### config.mk
export PLATFORM = sky130hd
export DESIGN_NAME = resource_branch_mo
export DESIGN_NICKNAME = d
export VERILOG_FILES = /design/src/rtl/resource_branch_mo.sv
export SDC_FILE = /design/constraint.sdc
export NUM_CORES = 1
export LEC_CHECK = 0
export ABC_AREA = 1
export ABC_CLOCK_PERIOD_IN_PS = 3100
export CAP_MARGIN = 20
export CELL_PAD_IN_SITES_DETAIL_PLACEMENT = 1
export CELL_PAD_IN_SITES_GLOBAL_PLACEMENT = 2
export CORE_UTILIZATION = 32
export DETAILED_ROUTE_END_ITERATION = 8
export GPL_TIMING_DRIVEN = 0
export PLACE_DENSITY_LB_ADDON = 0.1
export SETUP_SLACK_MARGIN = 0.02
export SYNTH_ARGS = -nofsm -noshare
export SYNTH_HDL_FRONTEND = slang
export SYNTH_SLANG_ARGS = --single-unit
export TNS_END_PERCENT = 30
### constraint.sdc
create_clock -name clk -period 3.1 [get_ports clk]
set_input_delay 0.465 -clock clk [delete_from_list [all_inputs] [get_ports clk]]
set_output_delay 0.465 -clock clk [all_outputs]
set_load 0.03 [all_outputs]
### src/rtl/resource_branch_mo.sv
// External-resource branch with multiple requests in flight: one issue register, an in-order
// tracker of issued requests, and a result FIFO for read data headed to commit.
`ifndef COMMIT_ID_WIDTH
`define COMMIT_ID_WIDTH 8
`endif

module resource_branch_mo #(
    parameter int unsigned data_width      = 16,
    parameter int unsigned handle_width    = 8,
    parameter int unsigned n_blocks        = 256,
    parameter int unsigned max_outstanding = 4,
    parameter bit          sign_extend     = 1'b1
) (
    input  logic                               clk,
    input  logic                               reset,
    input  logic                               enable,
    input  logic                               in_valid,
    output logic                               in_ready,
    input  logic                               write,
    input  logic [$clog2(n_blocks)-1:0]        block_in,
    input  logic [handle_width-1:0]            handle_in,
    input  logic [data_width-1:0]              arg_a_in,
    input  logic [data_width-1:0]              arg_b_in,
    input  logic [3:0]                         dest_in,
    input  logic [`COMMIT_ID_WIDTH-1:0]        commit_id_in,
    output logic                               read_req,
    output logic                               write_req,
    input  logic                               req_ready,
    output logic [handle_width-1:0]            handle_out,
    output logic signed [data_width-1:0]       arg_a_out,
    output logic signed [data_width-1:0]       arg_b_out,
    input  logic                               read_valid,
    input  logic signed [data_width-1:0]       data_in,
    input  logic                               write_ack,
    output logic                               out_valid,
    input  logic                               out_ready,
    output logic signed [2*data_width-1:0]     result_out,
    output logic [$clog2(n_blocks)-1:0]        block_out,
    output logic [3:0]                         dest_out,
    output logic [`COMMIT_ID_WIDTH-1:0]        commit_id_out,
    output logic                               idle,
    output logic                               proto_err
);

    localparam int unsigned bw = $clog2(n_blocks);
    localparam int unsigned aw = $clog2(max_outstanding);
    localparam int unsigned cw = `COMMIT_ID_WIDTH;
    localparam int unsigned rw = 2 * data_width;
    localparam logic [aw:0]   cnt_one  = (aw+1)'(1);
    localparam logic [aw:0]   max_cred = (aw+1)'(max_outstanding);
    localparam logic [aw-1:0] ptr_one  = aw'(1);

    // Issue register
    logic                    iss_full_q, iss_write_q;
    logic [handle_width-1:0] iss_handle_q;
    logic [data_width-1:0]   iss_a_q, iss_b_q;
    logic [bw-1:0]           iss_block_q;
    logic [3:0]              iss_dest_q;
    logic [cw-1:0]           iss_cid_q;

    // Tracker FIFO
    logic                    trk_write_q [max_outstanding];
    logic [bw-1:0]           trk_block_q [max_outstanding];
    logic [3:0]              trk_dest_q  [max_outstanding];
    logic [cw-1:0]           trk_cid_q   [max_outstanding];
    logic [aw-1:0]           trk_wr_q, trk_rd_q;
    logic [aw:0]             trk_cnt_q, trk_cnt_d;

    // Result FIFO
    logic [rw-1:0]           res_data_q  [max_outstanding];
    logic [bw-1:0]           res_block_q [max_outstanding];
    logic [3:0]              res_dest_q  [max_outstanding];
    logic [cw-1:0]           res_cid_q   [max_outstanding];
    logic [aw-1:0]           res_wr_q, res_rd_q;
    logic [aw:0]             res_cnt_q, res_cnt_d;

    logic [aw:0]             credits_q, credits_d;
    logic                    proto_err_q;

    logic can_issue, issue_fire, accept;
    logic trk_empty, res_empty, resp, trk_pop, head_write, res_push, res_pop, resp_err;
    logic [rw-1:0] ext_data;

    assign can_issue  = enable && iss_full_q && (credits_q < max_cred);
    assign read_req   = can_issue && !iss_write_q;
    assign write_req  = can_issue && iss_write_q;
    assign issue_fire = can_issue && req_ready;
    assign in_ready   = enable && (!iss_full_q || issue_fire);
    assign accept     = in_valid && in_ready;

    assign handle_out = iss_handle_q;
    assign arg_a_out  = iss_a_q;
    assign arg_b_out  = iss_b_q;

    assign trk_empty  = (trk_cnt_q == '0);
    assign res_empty  = (res_cnt_q == '0);
    assign resp       = enable && (read_valid || write_ack);
    assign trk_pop    = resp && !trk_empty;
    assign head_write = trk_write_q[trk_rd_q];
    assign res_push   = trk_pop && read_valid && !head_write;
    // Any response that does not match the head, or arrives with nothing outstanding, is flagged.
    assign resp_err   = resp && (trk_empty || (read_valid && write_ack) ||
                                 (read_valid && head_write) || (write_ack && !head_write));

    assign out_valid  = enable && !res_empty;
    assign res_pop    = out_valid && out_ready;

    assign ext_data = sign_extend ? {{data_width{data_in[data_width-1]}}, data_in}
                                  : {{data_width{1'b0}}, data_in};

    assign result_out    = res_empty ? '0 : res_data_q[res_rd_q];
    assign block_out     = res_empty ? '0 : res_block_q[res_rd_q];
    assign dest_out      = res_empty ? '0 : res_dest_q[res_rd_q];
    assign commit_id_out = res_empty ? '0 : res_cid_q[res_rd_q];

    assign idle      = !iss_full_q && trk_empty && res_empty;
    assign proto_err = proto_err_q;

    // A credit comes back when a tracker entry leaves without producing a result, or on result pop.
    always_comb begin
        credits_d = credits_q;
        if (issue_fire)           credits_d = credits_d + cnt_one;
        if (trk_pop && !res_push) credits_d = credits_d - cnt_one;
        if (res_pop)              credits_d = credits_d - cnt_one;
        trk_cnt_d = trk_cnt_q;
        if (issue_fire)           trk_cnt_d = trk_cnt_d + cnt_one;
        if (trk_pop)              trk_cnt_d = trk_cnt_d - cnt_one;
        res_cnt_d = res_cnt_q;
        if (res_push)             res_cnt_d = res_cnt_d + cnt_one;
        if (res_pop)              res_cnt_d = res_cnt_d - cnt_one;
    end

    always_ff @(posedge clk) begin
        if (reset) begin
            iss_full_q   <= 1'b0;
            iss_write_q  <= 1'b0;
            iss_handle_q <= '0;
            iss_a_q      <= '0;
            iss_b_q      <= '0;
            iss_block_q  <= '0;
            iss_dest_q   <= '0;
            iss_cid_q    <= '0;
            trk_wr_q     <= '0;
            trk_rd_q     <= '0;
            trk_cnt_q    <= '0;
            res_wr_q     <= '0;
            res_rd_q     <= '0;
            res_cnt_q    <= '0;
            credits_q    <= '0;
            proto_err_q  <= 1'b0;
        end else begin
            if (accept) begin
                iss_full_q   <= 1'b1;
                iss_write_q  <= write;
                iss_handle_q <= handle_in;
                iss_a_q      <= arg_a_in;
                iss_b_q      <= arg_b_in;
                iss_block_q  <= block_in;
                iss_dest_q   <= dest_in;
                iss_cid_q    <= commit_id_in;
            end else if (issue_fire) begin
                iss_full_q   <= 1'b0;
            end
            if (issue_fire) trk_wr_q <= trk_wr_q + ptr_one;
            if (trk_pop)    trk_rd_q <= trk_rd_q + ptr_one;
            if (res_push)   res_wr_q <= res_wr_q + ptr_one;
            if (res_pop)    res_rd_q <= res_rd_q + ptr_one;
            trk_cnt_q <= trk_cnt_d;
            res_cnt_q <= res_cnt_d;
            credits_q <= credits_d;
            if (resp_err) proto_err_q <= 1'b1;
        end
    end

    always_ff @(posedge clk) begin
        if (issue_fire) begin
            trk_write_q[trk_wr_q] <= iss_write_q;
            trk_block_q[trk_wr_q] <= iss_block_q;
            trk_dest_q[trk_wr_q]  <= iss_dest_q;
            trk_cid_q[trk_wr_q]   <= iss_cid_q;
        end
        if (res_push) begin
            res_data_q[res_wr_q]  <= ext_data;
            res_block_q[res_wr_q] <= trk_block_q[trk_rd_q];
            res_dest_q[res_wr_q]  <= trk_dest_q[trk_rd_q];
            res_cid_q[res_wr_q]   <= trk_cid_q[trk_rd_q];
        end
    end

endmodule

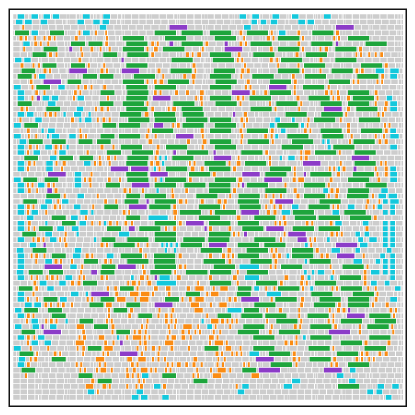
Figure 1: placed cells, one colour a class.
Scale: 2 px per um. Fill, decap, tap and diode cells in grey.
| colour | class | cells |
|---|---|---|
| purple | clock drivers and dummy loads | 67 |
| green | sequential cells | 312 |
| orange | combinational and other logic | 735 |
| cyan | remaining buffers and delay cells | 266 |

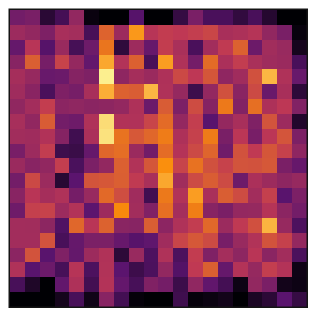
Figure 2: cell area per tile.
Scale: 1.5 px per um. The die is cut into 20 by 20 equal tiles; black is low, pale yellow is high, 0 to 100% covered.
nearly empty tiles: 3.7%
mean over tiles: 40%
densest ninth of the die: centre
tiles over 75% full: 3.3%
fullest tile: 97%

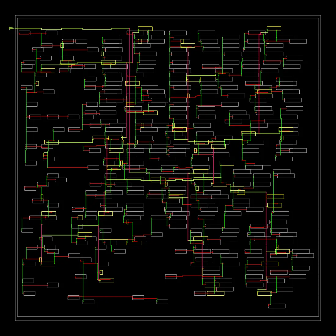
Figure 3: clock wiring as the flow saved it.
clock buffers: 46
Clock Power: 0.00425 W

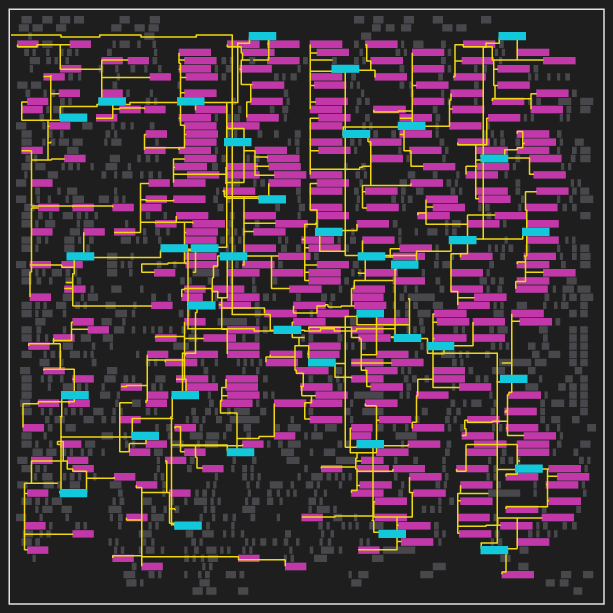
Figure 4: routed clock nets over the placement.
Scale: 3 px per um.
[magenta] flip-flops | count: 312
[yellow] clock wires | length: 3,960 um
[cyan] clock drivers | count: 37
flops lie: spread over the die
routed clock nets: 38

==> impl_metrics.toml <==
# flow metrics
[status]
status = "finished, final reports clean"

[logic_synthesis]
synth_area_um2 = 12300
synth.area.mux_share = 0
synthCells = 1122
ys_cells = 1122
xor_area_frac = 0.00286
top_area_cell = "edfxtp_1"
adder_share = 0.0173
yosys.stat.seqShare = 0.696
ys_seq_elements = 312
simple_gate_share = 0.130
synth-compound-area-share = 0.106
top_logic_kind = "simple AND/OR/NAND/NOR gates"
yosysWarnings = 0
topCellsByArea = "edfxtp_1 (56%), dfxtp_1 (14%), nor2_1 (6.6%), nand2_1 (5.1%), o21ai_0 (4.9%)"
synth_chip_area_um2 = 12300
syn_area_per_cell_um2 = 10.9

[pwr]
power.density_nw_per_um2 = 636
swShare = 0.252
total_power_w = 0.0103
ir_drop_mv = 0.343
comb_cell_power_w = 0.00139
p_switching_w = 0.00259
internal-power_w = 0.00771
maxPowerGroup = "registers"
clock_power_share = 0.413
combPwrFrac = 0.135
p_seq_w = 0.00466

[clocking]
hold_buffers = 0
clock_latency_ns = 0.51
cts_root_buf = "clkbuf_16"
htree_num_levels = 2
cts.sinks = 312
numCtsBuffers = 37
cts_buffer_depth = 3
path_clk_slew_ns = 0.06
cts_tree = "done"

[placement]
hpwl_mm = 22.5
globalplace.congestion = 0.709
pre_cts_slack_ns = -0.661
placed_area_um2 = 14900
io_buffers = 181
dp_cells = 1823

[timing]
period_minus_slack_ns = 2.96
fin_worst_skew_ns = 0.0174
slew_viol_final = 0
worst_slack_ns = 0.139
fmax_ghz = 0.338
final.setup.tns_ns = 0
holdWs_ns = 0.436
finalCritPeriodShare = 0.955
finalHoldViolCount = 0
tightest_slew_ns = 0.832
setup_viol = 0
slew_headroom = 0.445
rsz0062_at_grt = "yes"

[floorplan]
taps = 511
ios = 183
dieHeight_um = 198
die_x_um = 198
rows = 71
fp_util = 0.326

[cells_and_area]
mi_logic_area_um2 = 3200
ff_latch_area_um2 = 8530
nNetsFinal = 1454
num_antenna_cells = 0
final_common_cell = "edfxtp_1"
fin_util = 0.430
nNonClkInverters = 52
nNonClkBuffers = 266
layout.nonclk_buf_frac = 0.149
fill_cells = 4170
post-route-cell-area_um2 = 16200
largest_class = "flip-flops and latches"
seq_share = 0.527
comb_cells = 683
clk_share = 0.0744
fin_cells = 1891
drive_gt1_frac = 0.105
flops = 312

[route]
viasPerCell = 4.59
drc_errors = 0
totalWireLength_mm = 32.8
antenna_left = 0
drtIter0Drc = 334
drtPass1Iterations = 4
drt-wirelength-per-cell_um = 17.4
vias = 8674

[critical_path]
crit_family = "buffers and inverters"
cp-start-kind = "flop"
end_kind = "output pin"
reg2reg_depth = 9
path_depth = 7
worst_path_max_delay_cell = "clkdlybuf4s50_1"
crit_arrival_ns = 2.50
worst-path-max-fanout = 10
r2r-start = "trk_cnt_q[0]"
crit_buf_inv = 4
endpoint = "result_out[12]"
r2r_slack_ns = 0.30
timing.rr.end = "res_cid_q[1][5]"
cp_data_required_time_ns = 2.63
critPathKind = "reg -> out"

[grt]
grt_use_met1 = 0.221
grt_pass1_vias = 9099
grt.busiest_layer = "met2"
met2_usage = 0.284
grt_overflow = 0
antenna_found_initial = 0
met3_usage = 0.0414
grt_first_pass_wirelength_mm = 51.1
grt_usage = 0.170
grt_max_degree = 27

[hold_path]
hold_path.class = "in -> reg"
hold_end = "arg_b_out[11]"
hold_start = "reset"
hold_path_depth = 2

[flow_run]
drv_cap = 0
-- registers in the layout, indices dropped and copies added, names as in the netlist, named ones only --
name	cells
res_data_q	64
res_block_q	32
res_cid_q	32
trk_block_q	32
trk_cid_q	32
arg_a_out	16
arg_b_out	16
res_dest_q	16
trk_dest_q	16
handle_out	8
iss_block_q	8
iss_cid_q	8
iss_dest_q	4
trk_write_q	4
credits_q	3
res_cnt_q	3
trk_cnt_q	3
res_rd_q	2
res_wr_q	2
trk_rd_q	2
trk_wr_q	2
iss_full_q	1
iss_write_q	1
proto_err	1
-- per-layer routing --
| layer | share of wire | routed length [um] |
|---|---|---|
| met5 | 0 | 0 |
| met4 | 0.017 | 544 |
| met3 | 0.058 | 1910 |
| met2 | 0.46 | 15200 |
| met1 | 0.46 | 15200 |
-- cells in the mapped netlist --
cell type and count:
ha_1 17, and2_1 2, nand3b_1 1, nor2_4 2, inv_1 49, o22ai_1 20, buf_2 2, nor3_1 1
a21oi_1 106, dfxtp_1 84, nand2_4 1, edfxtp_1 228, o21ai_0 120, o21bai_1 2, o21a_1 1, inv_2 1
nor2_2 1, buf_1 8, nand2_2 1, o21ai_1 5, nand3_1 13, clkinv_1 1, buf_6 6, nand2_1 167
xor2_1 4, nor2_1 217, clkinv_2 1, nand3_2 1, buf_4 17, clkbuf_1 43
-- repair_timing --
action,CTS,global route
endpoints found under the setup margin,53,37
gates cloned,0,1
gates resized,73,20
pin swaps,0,2
setup buffers,0,1
-- cell families (layout without fill, tap and decap cells) --
kind of cell	count (synthesis)	in the layout
simple gates	407	408
flops	312	312
compound gates	254	254
buf+inv	128	385
fa+ha+maj	17	17
xor+xnor	4	4
Power and IR drop assume default switching activity.
